## src/rtl/ram_arbiter.sv

```systemverilog
// rtl/ram_arbiter.sv - round-robin two-master arbiter in front of the single data RAM
//
// Purpose:
//   Shares one registered-output RAM between the CPU data port and a second
//   bus master (DMA / debug loader). Every access runs IDLE -> ACCESS -> RESP
//   and returns to IDLE for at least one cycle, so the RAM sees exactly one
//   enable per access. Contention is resolved round-robin: when both masters
//   request in IDLE, the one that did not win the previous grant is served.
//
// Ports:
//   clk_i, reset_i                 clock, asynchronous active-high reset
//   cpu_req_i / dma_req_i          access request, held until the matching ack
//   cpu_we_i / dma_we_i            1 = write, 0 = read
//   cpu_addr_i / dma_addr_i        access address
//   cpu_wdata_i / dma_wdata_i      write data
//   cpu_ack_o / dma_ack_o          one-cycle completion pulse (RESP cycle)
//   cpu_rdata_o / dma_rdata_o      read data, non-zero only with ack on a read
//   ram_addr_o, ram_data_in_o      RAM address / write data, held between accesses
//   ram_write_enable_o             RAM write strobe (ACCESS cycle of a write)
//   ram_read_enable_o              RAM read strobe (ACCESS cycle of a read)
//   ram_data_out_i                 RAM read data, valid the cycle after the read strobe
//   grant_o                        one-hot owner: bit0 = CPU, bit1 = DMA, 00 = none

module ram_arbiter #(
   parameter int unsigned ADDR_WIDTH = 32,
   parameter int unsigned DATA_WIDTH = 32
) (
   input  logic                  clk_i,
   input  logic                  reset_i,

   input  logic                  cpu_req_i,
   input  logic                  cpu_we_i,
   input  logic [ADDR_WIDTH-1:0] cpu_addr_i,
   input  logic [DATA_WIDTH-1:0] cpu_wdata_i,
   output logic                  cpu_ack_o,
   output logic [DATA_WIDTH-1:0] cpu_rdata_o,

   input  logic                  dma_req_i,
   input  logic                  dma_we_i,
   input  logic [ADDR_WIDTH-1:0] dma_addr_i,
   input  logic [DATA_WIDTH-1:0] dma_wdata_i,
   output logic                  dma_ack_o,
   output logic [DATA_WIDTH-1:0] dma_rdata_o,

   output logic [ADDR_WIDTH-1:0] ram_addr_o,
   output logic [DATA_WIDTH-1:0] ram_data_in_o,
   output logic                  ram_write_enable_o,
   output logic                  ram_read_enable_o,
   input  logic [DATA_WIDTH-1:0] ram_data_out_i,

   output logic [1:0]            grant_o
);

   typedef enum logic [1:0] {
      ST_IDLE   = 2'd0,
      ST_ACCESS = 2'd1,
      ST_RESP   = 2'd2
   } state_t;

   state_t                state_q,      state_d;
   logic                  owner_dma_q,  owner_dma_d;   // 0 = CPU owns, 1 = DMA owns
   logic                  owner_we_q,   owner_we_d;    // owner's we captured at grant
   logic                  prio_dma_q,   prio_dma_d;    // 1 = DMA wins the next tie
   logic [ADDR_WIDTH-1:0] ram_addr_q,   ram_addr_d;
   logic [DATA_WIDTH-1:0] ram_wdata_q,  ram_wdata_d;

   // DMA wins if it is the only requester, or if both request and it is DMA's turn.
   logic win_dma;
   assign win_dma = dma_req_i & (~cpu_req_i | prio_dma_q);

   always_ff @(posedge clk_i or posedge reset_i) begin
      if (reset_i) begin
         state_q     <= ST_IDLE;
         owner_dma_q <= 1'b0;
         owner_we_q  <= 1'b0;
         prio_dma_q  <= 1'b0;
         ram_addr_q  <= '0;
         ram_wdata_q <= '0;
      end else begin
         state_q     <= state_d;
         owner_dma_q <= owner_dma_d;
         owner_we_q  <= owner_we_d;
         prio_dma_q  <= prio_dma_d;
         ram_addr_q  <= ram_addr_d;
         ram_wdata_q <= ram_wdata_d;
      end
   end

   // Next-state logic. Requests are only looked at in IDLE; the owner's
   // address and data are captured at grant time so the RAM bus is already
   // stable for the whole ACCESS cycle and simply holds afterwards.
   always_comb begin
      state_d     = state_q;
      owner_dma_d = owner_dma_q;
      owner_we_d  = owner_we_q;
      prio_dma_d  = prio_dma_q;
      ram_addr_d  = ram_addr_q;
      ram_wdata_d = ram_wdata_q;

      unique case (state_q)
         ST_IDLE: begin
            if (cpu_req_i || dma_req_i) begin
               state_d     = ST_ACCESS;
               owner_dma_d = win_dma;
               prio_dma_d  = ~win_dma;
               if (win_dma) begin
                  owner_we_d  = dma_we_i;
                  ram_addr_d  = dma_addr_i;
                  ram_wdata_d = dma_wdata_i;
               end else begin
                  owner_we_d  = cpu_we_i;
                  ram_addr_d  = cpu_addr_i;
                  ram_wdata_d = cpu_wdata_i;
               end
            end
         end
         ST_ACCESS: state_d = ST_RESP;
         ST_RESP:   state_d = ST_IDLE;
         default:   state_d = ST_IDLE;
      endcase
   end

   // Outputs decoded purely from registered state, owner and captured we,
   // so strobes and acks change only on clock edges (or on reset).
   logic in_access;
   logic in_resp;
   logic busy;

   always_comb begin
      in_access = (state_q == ST_ACCESS);
      in_resp   = (state_q == ST_RESP);
      busy      = in_access | in_resp;

      grant_o            = 2'b00;
      ram_write_enable_o = 1'b0;
      ram_read_enable_o  = 1'b0;
      cpu_ack_o          = 1'b0;
      dma_ack_o          = 1'b0;
      cpu_rdata_o        = '0;
      dma_rdata_o        = '0;

      if (busy) begin
         grant_o = owner_dma_q ? 2'b10 : 2'b01;
      end

      if (in_access) begin
         ram_write_enable_o = owner_we_q;
         ram_read_enable_o  = ~owner_we_q;
      end

      if (in_resp) begin
         cpu_ack_o = ~owner_dma_q;
         dma_ack_o = owner_dma_q;
         // The RAM registered the read at the end of ACCESS, so its output is
         // valid now; it is steered only to the owner and only for a read.
         if (!owner_we_q) begin
            if (owner_dma_q) begin
               dma_rdata_o = ram_data_out_i;
            end else begin
               cpu_rdata_o = ram_data_out_i;
            end
         end
      end
   end

   assign ram_addr_o    = ram_addr_q;
   assign ram_data_in_o = ram_wdata_q;

endmodule

```

## config.mk

```make
export PLATFORM = sky130hd
export DESIGN_NAME = ram_arbiter
export DESIGN_NICKNAME = d
export VERILOG_FILES = /design/src/rtl/ram_arbiter.sv
export SDC_FILE = /design/constraint.sdc
export NUM_CORES = 1
export LEC_CHECK = 0
export CAP_MARGIN = 10
export CORE_AREA = 2 2 115 117
export DETAILED_ROUTE_END_ITERATION = 7
export DIE_AREA = 0 0 117 119
export PLACE_DENSITY_LB_ADDON = 0.2
export REMOVE_ABC_BUFFERS = 1
export SYNTH_ARGS = -nofsm -noshare
export SYNTH_HDL_FRONTEND = slang
export SYNTH_SLANG_ARGS = --single-unit
```

## constraint.sdc

```tcl
create_clock -name clk_i -period 2.6 [get_ports clk_i]
set_input_delay 0.52 -clock clk_i [delete_from_list [all_inputs] [get_ports clk_i]]
set_output_delay 0.52 -clock clk_i [all_outputs]
set_load 0.01 [all_outputs]
```

**Run 1: clock nets**

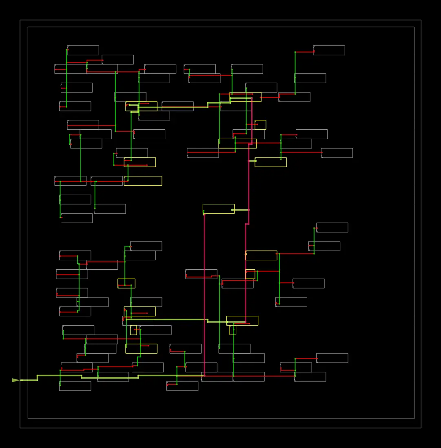
clk latency late pin: 330 ps
count of flip-flops and latches: 69
Clk. pwr: 1.33 mW
CTS buffer count: 9

**Run 1: register map, names as in the netlist**

Scale bar: 20 um. Other sequential cells in the stronger gray, the rest of the logic in the fainter gray.
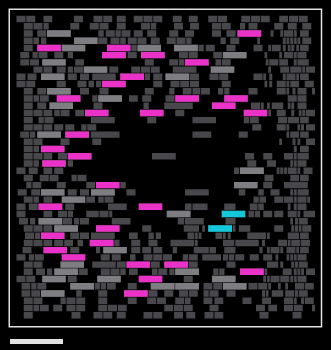
[magenta] `ram_addr_o` | flops: 32
[cyan] `state_q` | flops: 2
not colored: 35

**Run 1: cells by drive strength**

Scale bar: 20 um.
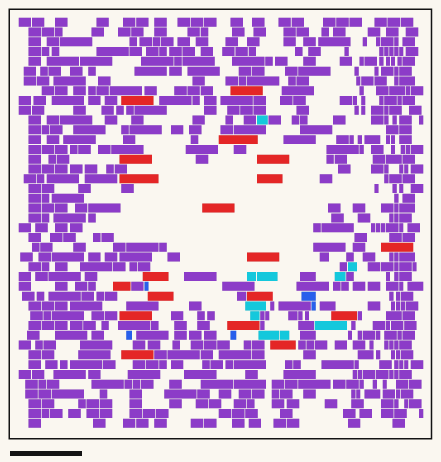
[purple] _0 and _1 cells | cells: 615 | most used: clkdlybuf4s50_1
[blue] _2 cells | cells: 5
[red] _6 and larger | cells: 19 | most used: clkbuf_16
[cyan] _3 and _4 cells | cells: 10 | most used: buf_4

==> report_table.html, run 1 <==
<h2>Synthesis and place &amp; route</h2>
<table>
<tr><th>Metric</th><th>Value</th></tr>
<tr><th colspan="2">Global route</th></tr>
<tr><td>Vias in the first global route</td><td>3968</td></tr>
<tr><td>Wire length of the first global-routing pass</td><td>20100 um</td></tr>
<tr><td>Antenna violations before repair</td><td>0</td></tr>
<tr><td>Aggregate global routing overflow</td><td>0</td></tr>
<tr><td>Total Routing Usage GR</td><td>18.7%</td></tr>
<tr><td>Maximum number of pins on one net before global-route repair</td><td>51</td></tr>
<tr><th colspan="2">Cells and area</th></tr>
<tr><td>Buffer share of cell area</td><td>44.7%</td></tr>
<tr><td>Number of multi-input combinational cells in the layout</td><td>251</td></tr>
<tr><td>Top logic cells by instance count in the layout</td><td>289 x clkdlybuf4s50_1, 69 x dfrtp_1, 65 x nor2_1, 65 x a221o_1, 37 x and2_1</td></tr>
<tr><td>Inverters, non-clock</td><td>4</td></tr>
<tr><td>Fill count</td><td>approximately 1100</td></tr>
<tr><td>Number of signal-net buffers in the layout</td><td>309</td></tr>
<tr><td>Count of inserted antenna diode cells</td><td>0</td></tr>
<tr><td>Layout net count</td><td>just over 800</td></tr>
<tr><td>Area occupied by multi-input gates</td><td>between 1500 and 2000 sq um</td></tr>
<tr><td>Most area-hungry cell class in the final design</td><td>buffers</td></tr>
<tr><td>Area growth, synth to finish</td><td>101%</td></tr>
<tr><td>Count of clock-net buffers in the final layout</td><td>10</td></tr>
<tr><td>Share of layout cells above drive strength 1</td><td>under 10%</td></tr>
<tr><td>Clock network contribution to total cell area</td><td>4.57%</td></tr>
<tr><td>FF+latch area</td><td>~1700 sq um</td></tr>
<tr><td>Commonest Layout Cell</td><td>clkdlybuf4s50_1</td></tr>
<tr><td>Comb/total area</td><td>~23%</td></tr>
<tr><td>Fraction of standard cell area that is sequential</td><td>24.3%</td></tr>
<tr><th colspan="2">Detailed routing</th></tr>
<tr><td>Via Count</td><td>slightly below 4000</td></tr>
<tr><td>Routed Antenna Nets</td><td>0</td></tr>
<tr><td>DRC violations left</td><td>0</td></tr>
<tr><td>Routed Wire Length</td><td>between 10000 and 15000 um</td></tr>
<tr><td>Drt initial violations</td><td>between 100 and 150</td></tr>
<tr><td>Average wire length per cell after detail routing</td><td>16.6 um</td></tr>
<tr><td>Count of TritonRoute iterations in the first routing pass</td><td>4</td></tr>
<tr><td>Post-DR vias/cell</td><td>4.67</td></tr>
<tr><th colspan="2">Logic synthesis</th></tr>
<tr><td>Top cell types by occurrence after synthesis</td><td>69 x dfrtp_1, 65 x a221o_1, 65 x nor2_1</td></tr>
<tr><td>Synth top cell by count</td><td>dfrtp_1</td></tr>
<tr><td>Share of synthesized area occupied by flip-flops and latches</td><td>48.7%</td></tr>
<tr><td>Synth unique cells</td><td>22</td></tr>
<tr><td>Dominant synthesized flop cell</td><td>dfrtp_1</td></tr>
<tr><td>Syn avg cell area</td><td>9.99 sq um</td></tr>
<tr><td>Count of flip-flops with a built-in enable after synthesis</td><td>0</td></tr>
<tr><td>Multiplexer share of the synthesized area</td><td>0.317%</td></tr>
<tr><td>Instance tally after logic synthesis</td><td>roughly 360</td></tr>
<tr><td>Post-synth ARST share</td><td>100%</td></tr>
<tr><td>Yosys top cell by area</td><td>dfrtp_1</td></tr>
<tr><td>Combined area of all synthesized cells</td><td>3550 sq um</td></tr>
<tr><td>Top non-seq family</td><td>simple AND/OR/NAND/NOR gates</td></tr>
<tr><td>Synthesized-area fraction occupied by ao, oa, aoi and oai cells</td><td>19.6%</td></tr>
<tr><td>Number of warnings issued by yosys</td><td>0</td></tr>
<tr><td>Top cells by area in the synthesized netlist</td><td>dfrtp_1 49%, a221o_1 18%, nor2_1 6.9%</td></tr>
<tr><td>Basic Gates by Area</td><td>23.6%</td></tr>
<tr><td>Portion of synthesized cell area occupied by the leading cell type</td><td>48.7%</td></tr>
<tr><td>Yosys xor share</td><td>0%</td></tr>
<tr><td>Flop and latch count out of synthesis</td><td>69</td></tr>
<tr><td>Synth Area in Adders</td><td>under 10%</td></tr>
<tr><td>Yosys stat cell total</td><td>355</td></tr>
<tr><td>Yosys chip area</td><td>about 3500 sq um</td></tr>
<tr><th colspan="2">Timing</th></tr>
<tr><td>Share of the clock period used by the worst path after layout</td><td>94.2%</td></tr>
<tr><td>Unrepaired setup endpoints after global routing</td><td>false</td></tr>
<tr><td>Final hold violations</td><td>0</td></tr>
<tr><td>Number of slew-limit violations in the final report</td><td>0</td></tr>
<tr><td>Highest achievable clock rate</td><td>408 MHz</td></tr>
<tr><td>Minimum period implied by the final worst setup slack</td><td>2450 ps</td></tr>
<tr><td>Post-route clock skew</td><td>roughly 3.8 ps</td></tr>
<tr><td>Final setup fails</td><td>0</td></tr>
<tr><td>Worst rel slew slack</td><td>64.9%</td></tr>
<tr><td>Slew @ Worst Pin</td><td>525 ps</td></tr>
<tr><th colspan="2">Run status</th></tr>
<tr><td>Status</td><td>finished, final reports clean</td></tr>
<tr><th colspan="2">Pwr</th></tr>
<tr><td>Total power after layout</td><td>slightly above 7 mW</td></tr>
<tr><td>Power density normalized to cell area</td><td>1000 nW/um^2</td></tr>
<tr><td>Maximum VDD drop</td><td>0.000494 V</td></tr>
<tr><td>Static leakage</td><td>3.01 nW</td></tr>
<tr><th colspan="2">Clock tree</th></tr>
<tr><td>Post-CTS clock slew at the launch and capture registers of the worst setup and hold paths</td><td>60 ps</td></tr>
<tr><td>Number of buffers on the longest clock path</td><td>2</td></tr>
<tr><td>Number of post-CTS setup repair buffers</td><td>0</td></tr>
<tr><td>Post-cts gate resize count</td><td>1</td></tr>
<tr><td>Clock tree from TritonCTS</td><td>yes</td></tr>
<tr><td>Root Driver</td><td>clkbuf_16</td></tr>
<tr><td>Number of buffers inserted by hold repair at cts</td><td>0</td></tr>
<tr><td>H-tree depth reported by CTS</td><td>3</td></tr>
<tr><td>Number of clock sinks</td><td>69</td></tr>
<tr><th colspan="2">Floorplanning</th></tr>
<tr><td>DIE HEIGHT</td><td>119 um</td></tr>
<tr><td>Initial core utilization</td><td>27.6%</td></tr>
<tr><td>Tapcells inserted</td><td>176</td></tr>
<tr><td>Total core area</td><td>12900 sq um</td></tr>
<tr><td>Horizontal die dimension</td><td>117 um</td></tr>
<tr><td>Number of rows created at floorplan</td><td>42</td></tr>
<tr><td>Number of ports placed on the die boundary</td><td>roughly 300</td></tr>
<tr><td>Total die size</td><td>13900 sq um</td></tr>
<tr><th colspan="2">Worst setup path</th></tr>
<tr><td>Crit-path max FO</td><td>16</td></tr>
<tr><td>End of the critical path</td><td>dma_rdata_o[1]</td></tr>
<tr><td>Reg-to-reg setup timing slack</td><td>730 ps</td></tr>
<tr><td>Cell family contributing the most delay on the critical path</td><td>buffers and inverters</td></tr>
<tr><td>Data arrival, critical path</td><td>1930 ps</td></tr>
<tr><td>Crit end category</td><td>primary output</td></tr>
<tr><td>CP Launch Point</td><td>state_q[0]</td></tr>
<tr><td>Number of stages on the worst setup path</td><td>6</td></tr>
<tr><td>Critical register-to-register path endpoint</td><td>ram_data_in_o[21]</td></tr>
<tr><td>Maximum single-stage delay on the critical path</td><td>between 500 and 600 ps</td></tr>
<tr><td>Worst path cell trace</td><td>inv_2, ha_4, clkbuf_16, nand2_1, nor2_1, clkdlybuf4s50_1</td></tr>
<tr><td>Worst Setup Start Kind</td><td>register</td></tr>
<tr><td>Worst reg2reg path depth</td><td>6</td></tr>
<tr><td>Critical path class</td><td>reg2out</td></tr>
<tr><td>Bufs and invs on worst path</td><td>3</td></tr>
<tr><td>Library cell contributing the largest single delay on the critical path</td><td>clkdlybuf4s50_1</td></tr>
<tr><td>WP data required</td><td>approximately 2100 ps</td></tr>
<tr><th colspan="2">Run</th></tr>
<tr><td>Tool warnings</td><td>29</td></tr>
<tr><td>Number of max-capacitance violations reported</td><td>0</td></tr>
<tr><th colspan="2">Placed design</th></tr>
<tr><td>Final weighted congestion in routability-driven placement</td><td>0.719</td></tr>
<tr><td>Number of I/O port buffers</td><td>299</td></tr>
<tr><td>Placed Cells</td><td>808</td></tr>
<tr><td>HPWL Detailed</td><td>10200 um</td></tr>
<tr><th colspan="2">Min path</th></tr>
<tr><td>Worst min-delay path category</td><td>in2async</td></tr>
</table>
-- run 1: per-stage QoR --
stage	cell area, sq um	hold WS (ps)	TNS [ps]	util [%]	setup slack [ps]
after floorplan	3350	493	-67220	-	-1020
after global routing	7120	572	0	55.3	57.3
after detailed placement	6730	553	0	52.3	318
after CTS	7060	545	0	54.8	13.0
after global placement	6730	545	0	52.3	323
final	7120	547	0	55.3	150
-- run 1: layer usage --
metal	global-route usage, %	wire length [um]	vias up
met5	0	0	-
met2	35.3	7060	191
li1	-	-	1822
met3	7.02	1460	17
met4	5.81	263	0
met1	18.5	4870	1824
-- run 1: power breakdown --
part | leakage, nW | switching [mW] | internal (mW)
sequential | 0.852 | 0.296 | 1.60
combinational | 2.00 | 1.71 | 2.20
clock | 0.158 | 0.463 | 0.864
total | 3.01 | 2.47 | 4.67
==> run 2: changes to the inputs <==
--- a/config.mk
+++ b/config.mk
@@ -6,10 +6,11 @@
 export NUM_CORES = 1
 export LEC_CHECK = 0
 export CAP_MARGIN = 10
-export CORE_AREA = 2 2 115 117
+export CORE_AREA = 3 3 116 118
 export DETAILED_ROUTE_END_ITERATION = 7
-export DIE_AREA = 0 0 117 119
+export DIE_AREA = 0 0 119 121
 export PLACE_DENSITY_LB_ADDON = 0.2
+export RECOVER_POWER = 25
 export REMOVE_ABC_BUFFERS = 1
 export SYNTH_ARGS = -nofsm -noshare
 export SYNTH_HDL_FRONTEND = slang
**Run 2: zoomed window**

Window x 74 to 104, y 15 to 45 um. Cells in gray, sequential cells in the stronger gray; small squares are vias.
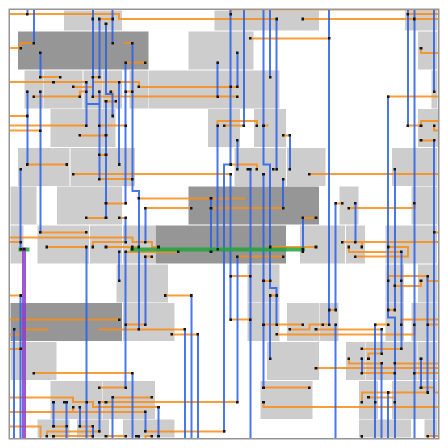
[blue] metal 2
[green] metal 3
[orange] metal 1
[purple] metal 4
most frequent: clkdlybuf4s50_1 (13), nor2_1 (7)
cells with their middle in the window: 49
sequential cells in the window: 4
netlist names of flops here include: `ram_data_in_o` (2)

**Run 2: clock network drawn from the DEF**

Scale bar: 20 um.
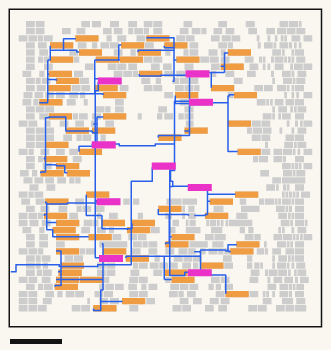
[magenta] clock drivers | count: 9
[orange] flip-flops | count: 69
[blue] clock wires | length: 992 um
routed clock nets: 10

**Run 2: cells by drive strength**

Scale bar: 20 um.
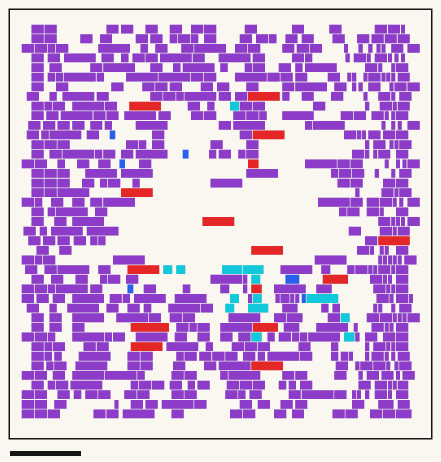
[red] _6 and larger | cells: 15 | most used: clkbuf_16
[purple] _0 and _1 cells | cells: 616 | most used: clkdlybuf4s50_1
[blue] _2 cells | cells: 6
[cyan] _3 and _4 cells | cells: 14 | most used: buf_4

==> run 2 against run 1 <==
Largest cell class unchanged. Combinational power hardly changed. Synthesized cell count is the same. Sequential power about the same. Sequential cell count unchanged. Fmax shrank 0.89%. Die size grew 3.4%. Power is 1.5% lower.
==> report_table.html, run 2 <==
<h2>Synthesis and place &amp; route</h2>
<table>
<tr><th>Metric</th><th>Value</th></tr>
<tr><th colspan="2">Cells and area</th></tr>
<tr><td>Number of multi-input combinational cells in the layout</td><td>251 (unchanged)</td></tr>
<tr><td>FF+latch area</td><td>1730 sq um (unchanged)</td></tr>
<tr><td>Top logic cells by instance count in the layout</td><td>294 x clkdlybuf4s50_1, 69 x dfrtp_1, 65 x nor2_1, 65 x a221o_1, 37 x and2_1 (was 289 x clkdlybuf4s50_1, 69 x dfrtp_1, 65 x nor2_1, 65 x a221o_1, 37 x and2_1)</td></tr>
<tr><td>Fraction of standard cell area that is sequential</td><td>24.6% (was 24.3%)</td></tr>
<tr><td>Clock network contribution to total cell area</td><td>4.25% (was 4.57%)</td></tr>
<tr><td>Share of layout cells above drive strength 1</td><td>5.38% (was 5.24%)</td></tr>
<tr><td>Fill count</td><td>1120 (was 1130)</td></tr>
<tr><td>Number of signal-net buffers in the layout</td><td>311 (was 309)</td></tr>
<tr><td>Inverters, non-clock</td><td>4 (unchanged)</td></tr>
<tr><td>Buffer share of cell area</td><td>44.4% (was 44.7%)</td></tr>
<tr><td>Area occupied by multi-input gates</td><td>1650 sq um (unchanged)</td></tr>
<tr><th colspan="2">Clock tree</th></tr>
<tr><td>Number of clock sinks</td><td>69 (unchanged)</td></tr>
<tr><td>Number of buffers inserted by hold repair at cts</td><td>0 (unchanged)</td></tr>
<tr><td>H-tree depth reported by CTS</td><td>3 (unchanged)</td></tr>
<tr><td>Clock tree from TritonCTS</td><td>yes (unchanged)</td></tr>
<tr><td>Post-cts gate resize count</td><td>2 (was 1)</td></tr>
<tr><td>Number of post-CTS setup repair buffers</td><td>0 (unchanged)</td></tr>
<tr><th colspan="2">Run status</th></tr>
<tr><td>Status</td><td>finished, final reports clean (unchanged)</td></tr>
<tr><th colspan="2">Logic synthesis</th></tr>
<tr><td>Dominant synthesized flop cell</td><td>dfrtp_1 (unchanged)</td></tr>
<tr><td>Count of flip-flops with a built-in enable after synthesis</td><td>0 (unchanged)</td></tr>
<tr><td>Share of synthesized area occupied by flip-flops and latches</td><td>48.7% (unchanged)</td></tr>
<tr><td>Number of warnings issued by yosys</td><td>0 (unchanged)</td></tr>
<tr><td>Post-synth ARST share</td><td>100% (unchanged)</td></tr>
<tr><td>Synth unique cells</td><td>22 (unchanged)</td></tr>
<tr><td>Multiplexer share of the synthesized area</td><td>0.317% (unchanged)</td></tr>
<tr><td>Top non-seq family</td><td>simple AND/OR/NAND/NOR gates (unchanged)</td></tr>
<tr><td>Syn avg cell area</td><td>9.99 sq um (unchanged)</td></tr>
<tr><td>Basic Gates by Area</td><td>23.6% (unchanged)</td></tr>
<tr><td>Yosys top cell by area</td><td>dfrtp_1 (unchanged)</td></tr>
<tr><td>Yosys stat cell total</td><td>355 (unchanged)</td></tr>
<tr><td>Combined area of all synthesized cells</td><td>3550 sq um (unchanged)</td></tr>
<tr><td>Top cell types by occurrence after synthesis</td><td>69 x dfrtp_1, 65 x a221o_1, 65 x nor2_1 (unchanged)</td></tr>
<tr><td>Synth top cell by count</td><td>dfrtp_1 (unchanged)</td></tr>
<tr><td>Yosys xor share</td><td>0% (unchanged)</td></tr>
<tr><td>Flop and latch count out of synthesis</td><td>69 (unchanged)</td></tr>
<tr><th colspan="2">Timing</th></tr>
<tr><td>Final-layout worst hold slack</td><td>559 ps (was 547 ps)</td></tr>
<tr><td>Post-route clock skew</td><td>10.2 ps (was 3.83 ps)</td></tr>
<tr><td>Minimum period implied by the final worst setup slack</td><td>2470 ps (was 2450 ps)</td></tr>
<tr><td>Highest achievable clock rate</td><td>404 MHz (was 408 MHz)</td></tr>
<tr><td>Slew @ Worst Pin</td><td>1180 ps (was 525 ps)</td></tr>
<tr><td>Number of slew-limit violations in the final report</td><td>0 (unchanged)</td></tr>
<tr><td>Final setup fails</td><td>0 (unchanged)</td></tr>
<tr><td>Unrepaired setup endpoints after global routing</td><td>false (unchanged)</td></tr>
<tr><th colspan="2">Floorplanning</th></tr>
<tr><td>Initial core utilization</td><td>28.2% (was 27.6%)</td></tr>
<tr><td>Horizontal die dimension</td><td>119 um (was 117 um)</td></tr>
<tr><td>Number of rows created at floorplan</td><td>41 (was 42)</td></tr>
<tr><td>DIE HEIGHT</td><td>121 um (was 119 um)</td></tr>
<tr><td>Total die size</td><td>14400 sq um (was 13900 sq um)</td></tr>
<tr><td>Total core area</td><td>12600 sq um (was 12900 sq um)</td></tr>
<tr><td>Number of ports placed on the die boundary</td><td>300 (unchanged)</td></tr>
<tr><th colspan="2">Run</th></tr>
<tr><td>Tool warnings</td><td>29 (unchanged)</td></tr>
<tr><td>Number of max-capacitance violations reported</td><td>0 (unchanged)</td></tr>
<tr><th colspan="2">Worst setup path</th></tr>
<tr><td>Maximum single-stage delay on the critical path</td><td>550 ps (was 540 ps)</td></tr>
<tr><td>Worst Setup Start Kind</td><td>register (unchanged)</td></tr>
<tr><td>Crit end category</td><td>primary output (unchanged)</td></tr>
<tr><td>Number of stages on the worst setup path</td><td>6 (unchanged)</td></tr>
<tr><td>Worst reg2reg path depth</td><td>6 (unchanged)</td></tr>
<tr><td>Critical path class</td><td>reg2out (unchanged)</td></tr>
<tr><td>Worst path cell trace</td><td>inv_2, ha_4, buf_12, nand2_1, nor2_1, clkdlybuf4s50_1 (was inv_2, ha_4, clkbuf_16, nand2_1, nor2_1, clkdlybuf4s50_1)</td></tr>
<tr><td>Bufs and invs on worst path</td><td>3 (unchanged)</td></tr>
<tr><td>Critical register-to-register path endpoint</td><td>ram_addr_o[2] (was ram_data_in_o[21])</td></tr>
<tr><td>CP Launch Point</td><td>state_q[0] (unchanged)</td></tr>
<tr><th colspan="2">Global route</th></tr>
<tr><td>Met3 capacity usage during global routing</td><td>7.09% (was 7.02%)</td></tr>
<tr><td>Antenna violations before repair</td><td>1 (was 0)</td></tr>
<tr><td>Met2 Track Usage GR</td><td>35.6% (was 35.3%)</td></tr>
<tr><td>Global Route met1 Usage</td><td>18.7% (was 18.5%)</td></tr>
<tr><td>Aggregate global routing overflow</td><td>0 (unchanged)</td></tr>
<tr><td>Total Routing Usage GR</td><td>19.0% (was 18.7%)</td></tr>
<tr><td>Vias in the first global route</td><td>4180 (was 3968)</td></tr>
<tr><th colspan="2">Placed design</th></tr>
<tr><td>Number of I/O port buffers</td><td>299 (unchanged)</td></tr>
<tr><td>Final weighted congestion in routability-driven placement</td><td>0.825 (was 0.719)</td></tr>
<tr><td>Placement-stage worst setup slack</td><td>298 ps (was 318 ps)</td></tr>
<tr><th colspan="2">Detailed routing</th></tr>
<tr><td>DRT met1 WL</td><td>5020 um (was 4870 um)</td></tr>
<tr><td>Total length of routed met2 wires</td><td>7710 um (was 7060 um)</td></tr>
<tr><td>Topmost layer with routed signal wires</td><td>met4 (unchanged)</td></tr>
<tr><td>Routed Antenna Nets</td><td>0 (unchanged)</td></tr>
<tr><td>Drt initial violations</td><td>170 (was 147)</td></tr>
<tr><td>Average wire length per cell after detail routing</td><td>17.5 um (was 16.6 um)</td></tr>
<tr><th colspan="2">Pwr</th></tr>
<tr><td>Static leakage</td><td>2.84 nW (was 3.01 nW)</td></tr>
<tr><td>Max power group</td><td>combinational cells (unchanged)</td></tr>
<tr><td>Sequential-cell power consumption</td><td>1.91 mW (was 1.90 mW)</td></tr>
<tr><td>Clock power frac</td><td>17.6% (was 18.6%)</td></tr>
<tr><td>Switching share of power</td><td>35.5% (was 34.6%)</td></tr>
<tr><td>Total power after layout</td><td>7.03 mW (was 7.14 mW)</td></tr>
<tr><td>Internal power summed over all cells</td><td>4.53 mW (was 4.67 mW)</td></tr>
<tr><td>Combinational logic power</td><td>3.89 mW (was 3.91 mW)</td></tr>
<tr><td>Share of total power in sequential cells</td><td>27.1% (was 26.6%)</td></tr>
<tr><td>Comb power frac</td><td>55.3% (was 54.8%)</td></tr>
<tr><th colspan="2">Min path</th></tr>
<tr><td>Worst min-delay path category</td><td>reg2reg (was in2async)</td></tr>
</table>
run 2: cell counts after synthesis:
No cell type changed its count.
run 2: kinds of logic after synthesis:
kind of cell             count (synthesis)
AND-OR/OR-AND                           71
adder cells (fa/ha/maj)                  5
buffers and inverters                   35
multiplexers                             1
AND/OR/NAND/NOR                        174
flip-flops                              69
run 2: per-stage QoR:
stage / cell area [sq um] / instances / utilization [%]
2_1_floorplan: 3350 / 324 / -
3_5_place_dp: 6700 / 806 / 53.3
4_1_cts: 7000 / 822 / 55.7
3_3_place_gp: 6700 / 806 / 53.3
5_1_grt: 7030 / 824 / 55.9
6_report: 7030 / 824 / 55.9
run 2: worst register-to-register path, stage by stage (launching register included):
cell and delay [ps]:
dfrtp_1 430, inv_1 120, ha_1 290, nand2_1 140, a21oi_4 140, buf_4 410, a221o_1 260
==> run 3: changes to the inputs <==
--- a/config.mk
+++ b/config.mk
@@ -5,7 +5,6 @@
 export SDC_FILE = /design/constraint.sdc
 export NUM_CORES = 1
 export LEC_CHECK = 0
-export CAP_MARGIN = 10
 export CORE_AREA = 3 3 116 118
 export DETAILED_ROUTE_END_ITERATION = 7
 export DIE_AREA = 0 0 119 121
==> constraint.sdc (replaced) <==
create_clock -name clk_i -period 2.8 [get_ports clk_i]
set_input_delay 0.56 -clock clk_i [delete_from_list [all_inputs] [get_ports clk_i]]
set_output_delay 0.56 -clock clk_i [all_outputs]
set_load 0.01 [all_outputs]
==> run 3 against run 2 <==
Clock skew is 5.3 ps lower. Sequential cell count stayed put. Sequential share of layout area up 0.15 points. Routed wire length decreased by 0.17%. Hold slack gained 1.1 ps. Final cell count fell by 0.24%. Count of clock-buffer cells in the layout unchanged. Global-route usage up 0.10 points. Via count down 0.41%. First-iteration DRC count decreased by 21%. Synthesized cell count unchanged. Critical path type unchanged. Critical endpoint is now dma_rdata_o[28].
==> report_table.html, run 3 <==
<h2>Synthesis and place &amp; route</h2>
<table>
<tr><th>Metric</th><th>Value</th></tr>
<tr><th colspan="2">Pwr</th></tr>
<tr><td>Clock power frac</td><td>17.6% (about the same)</td></tr>
<tr><td>Max power group</td><td>combinational cells (unchanged)</td></tr>
<tr><td>Share of total power in sequential cells</td><td>27.3% (was 27.1%)</td></tr>
<tr><td>Combinational logic power</td><td>3.57 mW (was 3.89 mW)</td></tr>
<tr><td>Total power after layout</td><td>6.47 mW (was 7.03 mW)</td></tr>
<tr><td>Comb power frac</td><td>55.1% (was 55.3%)</td></tr>
<tr><td>Internal power summed over all cells</td><td>4.18 mW (was 4.53 mW)</td></tr>
<tr><td>Sequential-cell power consumption</td><td>1.77 mW (was 1.91 mW)</td></tr>
<tr><td>Power density normalized to cell area</td><td>926 nW/um^2 (was 1000 nW/um^2)</td></tr>
<tr><td>Maximum VDD drop</td><td>0.000463 V (was 0.000467 V)</td></tr>
<tr><td>Static leakage</td><td>2.79 nW (was 2.84 nW)</td></tr>
<tr><th colspan="2">Detailed routing</th></tr>
<tr><td>Topmost layer with routed signal wires</td><td>met4 (unchanged)</td></tr>
<tr><td>DRC violations left</td><td>0 (unchanged)</td></tr>
<tr><td>Total met3 wirelength after detailed routing</td><td>1290 um (was 1430 um)</td></tr>
<tr><td>Routed Wire Length</td><td>14400 um (about the same)</td></tr>
<tr><td>DRT met1 WL</td><td>5180 um (was 5020 um)</td></tr>
<tr><td>Via Count</td><td>3885 (was 3901)</td></tr>
<tr><td>Count of TritonRoute iterations in the first routing pass</td><td>4 (unchanged)</td></tr>
<tr><td>Post-DR vias/cell</td><td>4.73 (about the same)</td></tr>
<tr><td>Drt initial violations</td><td>134 (was 170)</td></tr>
<tr><td>Average wire length per cell after detail routing</td><td>17.5 um (about the same)</td></tr>
<tr><td>Total length of routed met2 wires</td><td>7560 um (was 7710 um)</td></tr>
<tr><th colspan="2">Worst setup path</th></tr>
<tr><td>Bufs and invs on worst path</td><td>3 (unchanged)</td></tr>
<tr><td>Maximum single-stage delay on the critical path</td><td>570 ps (was 550 ps)</td></tr>
<tr><td>Worst reg2reg path depth</td><td>6 (unchanged)</td></tr>
<tr><td>Library cell contributing the largest single delay on the critical path</td><td>clkdlybuf4s50_1 (unchanged)</td></tr>
<tr><td>Crit end category</td><td>primary output (unchanged)</td></tr>
<tr><td>Critical register-to-register path endpoint</td><td>ram_addr_o[11] (was ram_addr_o[2])</td></tr>
<tr><td>Reg-to-reg setup timing slack</td><td>980 ps (was 750 ps)</td></tr>
<tr><td>Crit-path max FO</td><td>32 (was 16)</td></tr>
<tr><td>Cell family contributing the most delay on the critical path</td><td>buffers and inverters (unchanged)</td></tr>
<tr><td>Number of stages on the worst setup path</td><td>6 (unchanged)</td></tr>
<tr><td>WP data required</td><td>2240 ps (was 2080 ps)</td></tr>
<tr><td>Data arrival, critical path</td><td>2100 ps (was 1950 ps)</td></tr>
<tr><td>Worst Setup Start Kind</td><td>register (unchanged)</td></tr>
<tr><td>Worst path cell trace</td><td>inv_1, ha_1, buf_8, nand2_1, nor2_1, clkdlybuf4s50_1 (was inv_2, ha_4, buf_12, nand2_1, nor2_1, clkdlybuf4s50_1)</td></tr>
<tr><td>CP Launch Point</td><td>state_q[0] (unchanged)</td></tr>
<tr><th colspan="2">Floorplanning</th></tr>
<tr><td>DIE HEIGHT</td><td>121 um (unchanged)</td></tr>
<tr><td>Horizontal die dimension</td><td>119 um (unchanged)</td></tr>
<tr><td>Number of ports placed on the die boundary</td><td>300 (unchanged)</td></tr>
<tr><td>Total die size</td><td>14400 sq um (unchanged)</td></tr>
<tr><td>Total core area</td><td>12600 sq um (unchanged)</td></tr>
<tr><td>Number of rows created at floorplan</td><td>41 (unchanged)</td></tr>
<tr><td>Initial core utilization</td><td>28.2% (unchanged)</td></tr>
<tr><th colspan="2">Placed design</th></tr>
<tr><td>Placement Cell Area</td><td>6690 sq um (was 6700 sq um)</td></tr>
<tr><td>HPWL Detailed</td><td>11300 um (was 11100 um)</td></tr>
<tr><td>Final weighted congestion in routability-driven placement</td><td>0.818 (was 0.825)</td></tr>
<tr><td>Placement-stage worst setup slack</td><td>385 ps (was 298 ps)</td></tr>
<tr><th colspan="2">Global route</th></tr>
<tr><td>Most Crowded Layer GR</td><td>met2 (unchanged)</td></tr>
<tr><td>Global Route met1 Usage</td><td>19.5% (was 18.7%)</td></tr>
<tr><td>Maximum number of pins on one net before global-route repair</td><td>56 (unchanged)</td></tr>
<tr><td>Met2 Track Usage GR</td><td>36.0% (was 35.6%)</td></tr>
<tr><td>Wire length of the first global-routing pass</td><td>21500 um (was 21400 um)</td></tr>
<tr><td>Vias in the first global route</td><td>4088 (was 4180)</td></tr>
<tr><td>Aggregate global routing overflow</td><td>0 (unchanged)</td></tr>
<tr><td>Total Routing Usage GR</td><td>19.1% (was 19.0%)</td></tr>
<tr><th colspan="2">Logic synthesis</th></tr>
<tr><td>Yosys top cell by area</td><td>dfrtp_1 (unchanged)</td></tr>
<tr><td>Top non-seq family</td><td>simple AND/OR/NAND/NOR gates (unchanged)</td></tr>
<tr><td>Portion of synthesized cell area occupied by the leading cell type</td><td>48.7% (unchanged)</td></tr>
<tr><td>Combined area of all synthesized cells</td><td>3550 sq um (unchanged)</td></tr>
<tr><td>Post-synth ARST share</td><td>100% (unchanged)</td></tr>
<tr><td>Syn avg cell area</td><td>9.99 sq um (unchanged)</td></tr>
<tr><td>Dominant synthesized flop cell</td><td>dfrtp_1 (unchanged)</td></tr>
<tr><td>Number of warnings issued by yosys</td><td>0 (unchanged)</td></tr>
<tr><td>Top cell types by occurrence after synthesis</td><td>69 x dfrtp_1, 65 x a221o_1, 65 x nor2_1 (unchanged)</td></tr>
<tr><td>Synth unique cells</td><td>22 (unchanged)</td></tr>
<tr><td>Flop and latch count out of synthesis</td><td>69 (unchanged)</td></tr>
<tr><td>Yosys chip area</td><td>3550 sq um (unchanged)</td></tr>
<tr><td>Instance tally after logic synthesis</td><td>355 (unchanged)</td></tr>
<tr><td>Basic Gates by Area</td><td>23.6% (unchanged)</td></tr>
<tr><td>Multiplexer share of the synthesized area</td><td>0.317% (unchanged)</td></tr>
<tr><td>Top cells by area in the synthesized netlist</td><td>dfrtp_1 49%, a221o_1 18%, nor2_1 6.9% (unchanged)</td></tr>
<tr><td>Yosys xor share</td><td>0% (unchanged)</td></tr>
<tr><td>Share of synthesized area occupied by flip-flops and latches</td><td>48.7% (unchanged)</td></tr>
<tr><th colspan="2">Run</th></tr>
<tr><td>Tool warnings</td><td>29 (unchanged)</td></tr>
<tr><td>Number of max-capacitance violations reported</td><td>0 (unchanged)</td></tr>
<tr><th colspan="2">Timing</th></tr>
<tr><td>Worst rel slew slack</td><td>17.5% (was 21.1%)</td></tr>
<tr><td>Worst Slack Setup Final</td><td>139 ps (was 128 ps)</td></tr>
<tr><td>Minimum period implied by the final worst setup slack</td><td>2660 ps</td></tr>
<tr><td>Final-layout worst hold slack</td><td>560 ps (was 559 ps)</td></tr>
<tr><td>Number of slew-limit violations in the final report</td><td>0 (unchanged)</td></tr>
<tr><td>Post-route clock skew</td><td>4.83 ps (was 10.2 ps)</td></tr>
<tr><td>Final hold violations</td><td>0 (unchanged)</td></tr>
<tr><td>Unrepaired setup endpoints after global routing</td><td>false (unchanged)</td></tr>
<tr><td>Slew @ Worst Pin</td><td>1240 ps (was 1180 ps)</td></tr>
<tr><td>Setup TNS after final layout</td><td>0 ps (unchanged)</td></tr>
<tr><td>Share of the clock period used by the worst path after layout</td><td>95.0%</td></tr>
<tr><td>Highest achievable clock rate</td><td>376 MHz</td></tr>
<tr><th colspan="2">Clock tree</th></tr>
<tr><td>H-tree depth reported by CTS</td><td>3 (unchanged)</td></tr>
<tr><td>Post-CTS clock slew at the launch and capture registers of the worst setup and hold paths</td><td>60 ps (was 50 ps)</td></tr>
<tr><td>Post-cts gate resize count</td><td>0 (was 2)</td></tr>
<tr><td>Number of post-CTS setup repair buffers</td><td>0 (unchanged)</td></tr>
<tr><td>Clock tree from TritonCTS</td><td>yes (unchanged)</td></tr>
<tr><td>Clk latency late pin</td><td>330 ps (was 340 ps)</td></tr>
<tr><td>Root Driver</td><td>clkbuf_16 (unchanged)</td></tr>
<tr><td>CTS buffer count</td><td>9 (unchanged)</td></tr>
<tr><th colspan="2">Cells and area</th></tr>
<tr><td>Post-route insts no fill</td><td>822 (was 824)</td></tr>
<tr><td>Commonest Layout Cell</td><td>clkdlybuf4s50_1 (unchanged)</td></tr>
<tr><td>Area growth, synth to finish</td><td>96.9% (was 98.2%)</td></tr>
<tr><td>Post-route standard cell area excluding fillers</td><td>6990 sq um (was 7030 sq um)</td></tr>
<tr><td>Final core utilization</td><td>55.6% (was 55.9%)</td></tr>
<tr><td>Layout net count</td><td>815 (was 817)</td></tr>
<tr><td>Share of layout cells above drive strength 1</td><td>4.78% (was 5.38%)</td></tr>
<tr><th colspan="2">Run status</th></tr>
<tr><td>Status</td><td>finished, final reports clean (unchanged)</td></tr>
</table>
==> run 3: cell counts after synthesis <==
Identical to the previous run, type by type.
==> run 3: worst register-to-register path, delay by kind of cell, from the launching register on <==
| kind | cells | cell delay (ps) |
|---|---|---|
| adders and majority gates | 1 | 290 |
| DFF | 1 | 400 |
| buffers and inverters | 2 | 550 |
| AOI/OAI and AO/OA | 2 | 390 |
| and+or+nand+nor | 1 | 130 |
==> run 3: layout make-up <==
cell class                 count  area [sq um]
fill                        1138          5580
timing repair buffer         309          3100
sequential                    69          1730
multi-input combinational    251          1630
clock buffer                   9           225
tap                          172           215
clock inverter                 7          73.8
inverter                       4          15.0
antenna                        1          2.50
**Run 3: clock nets**

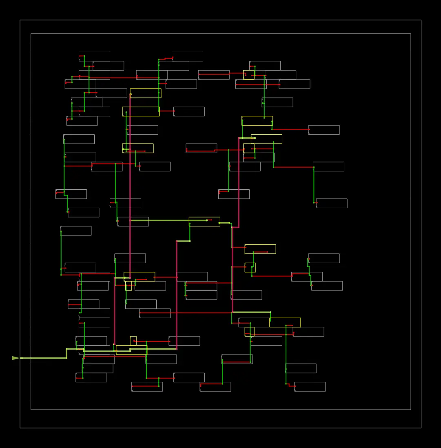
count of clock-net buffers in the final layout: 9
Clk. pwr: 1.14 mW
number of clock sinks: 69

**Run 3: cells by drive strength**

Scale bar: 20 um.
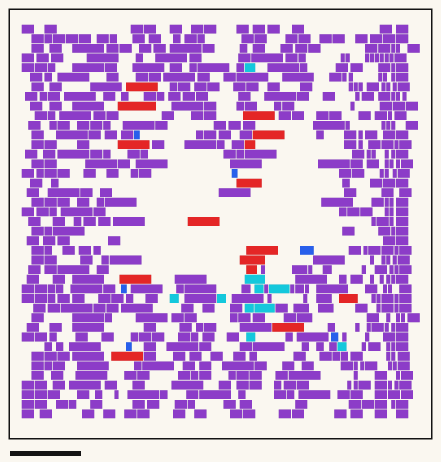
[red] _6 and larger | cells: 15 | most used: clkbuf_16
[blue] _2 cells | cells: 6
[purple] _0 and _1 cells | cells: 618 | most used: clkdlybuf4s50_1
[cyan] _3 and _4 cells | cells: 10 | most used: buf_4

**Run 3: clock network drawn from the DEF**

Scale bar: 20 um.
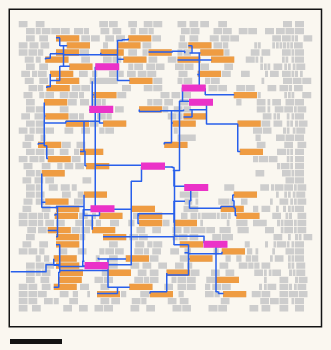
[blue] clock wires | length: 959 um
[magenta] clock drivers | count: 9
[orange] flip-flops | count: 69
routed clock nets: 10

Power is estimated from default activity; no workload was simulated.
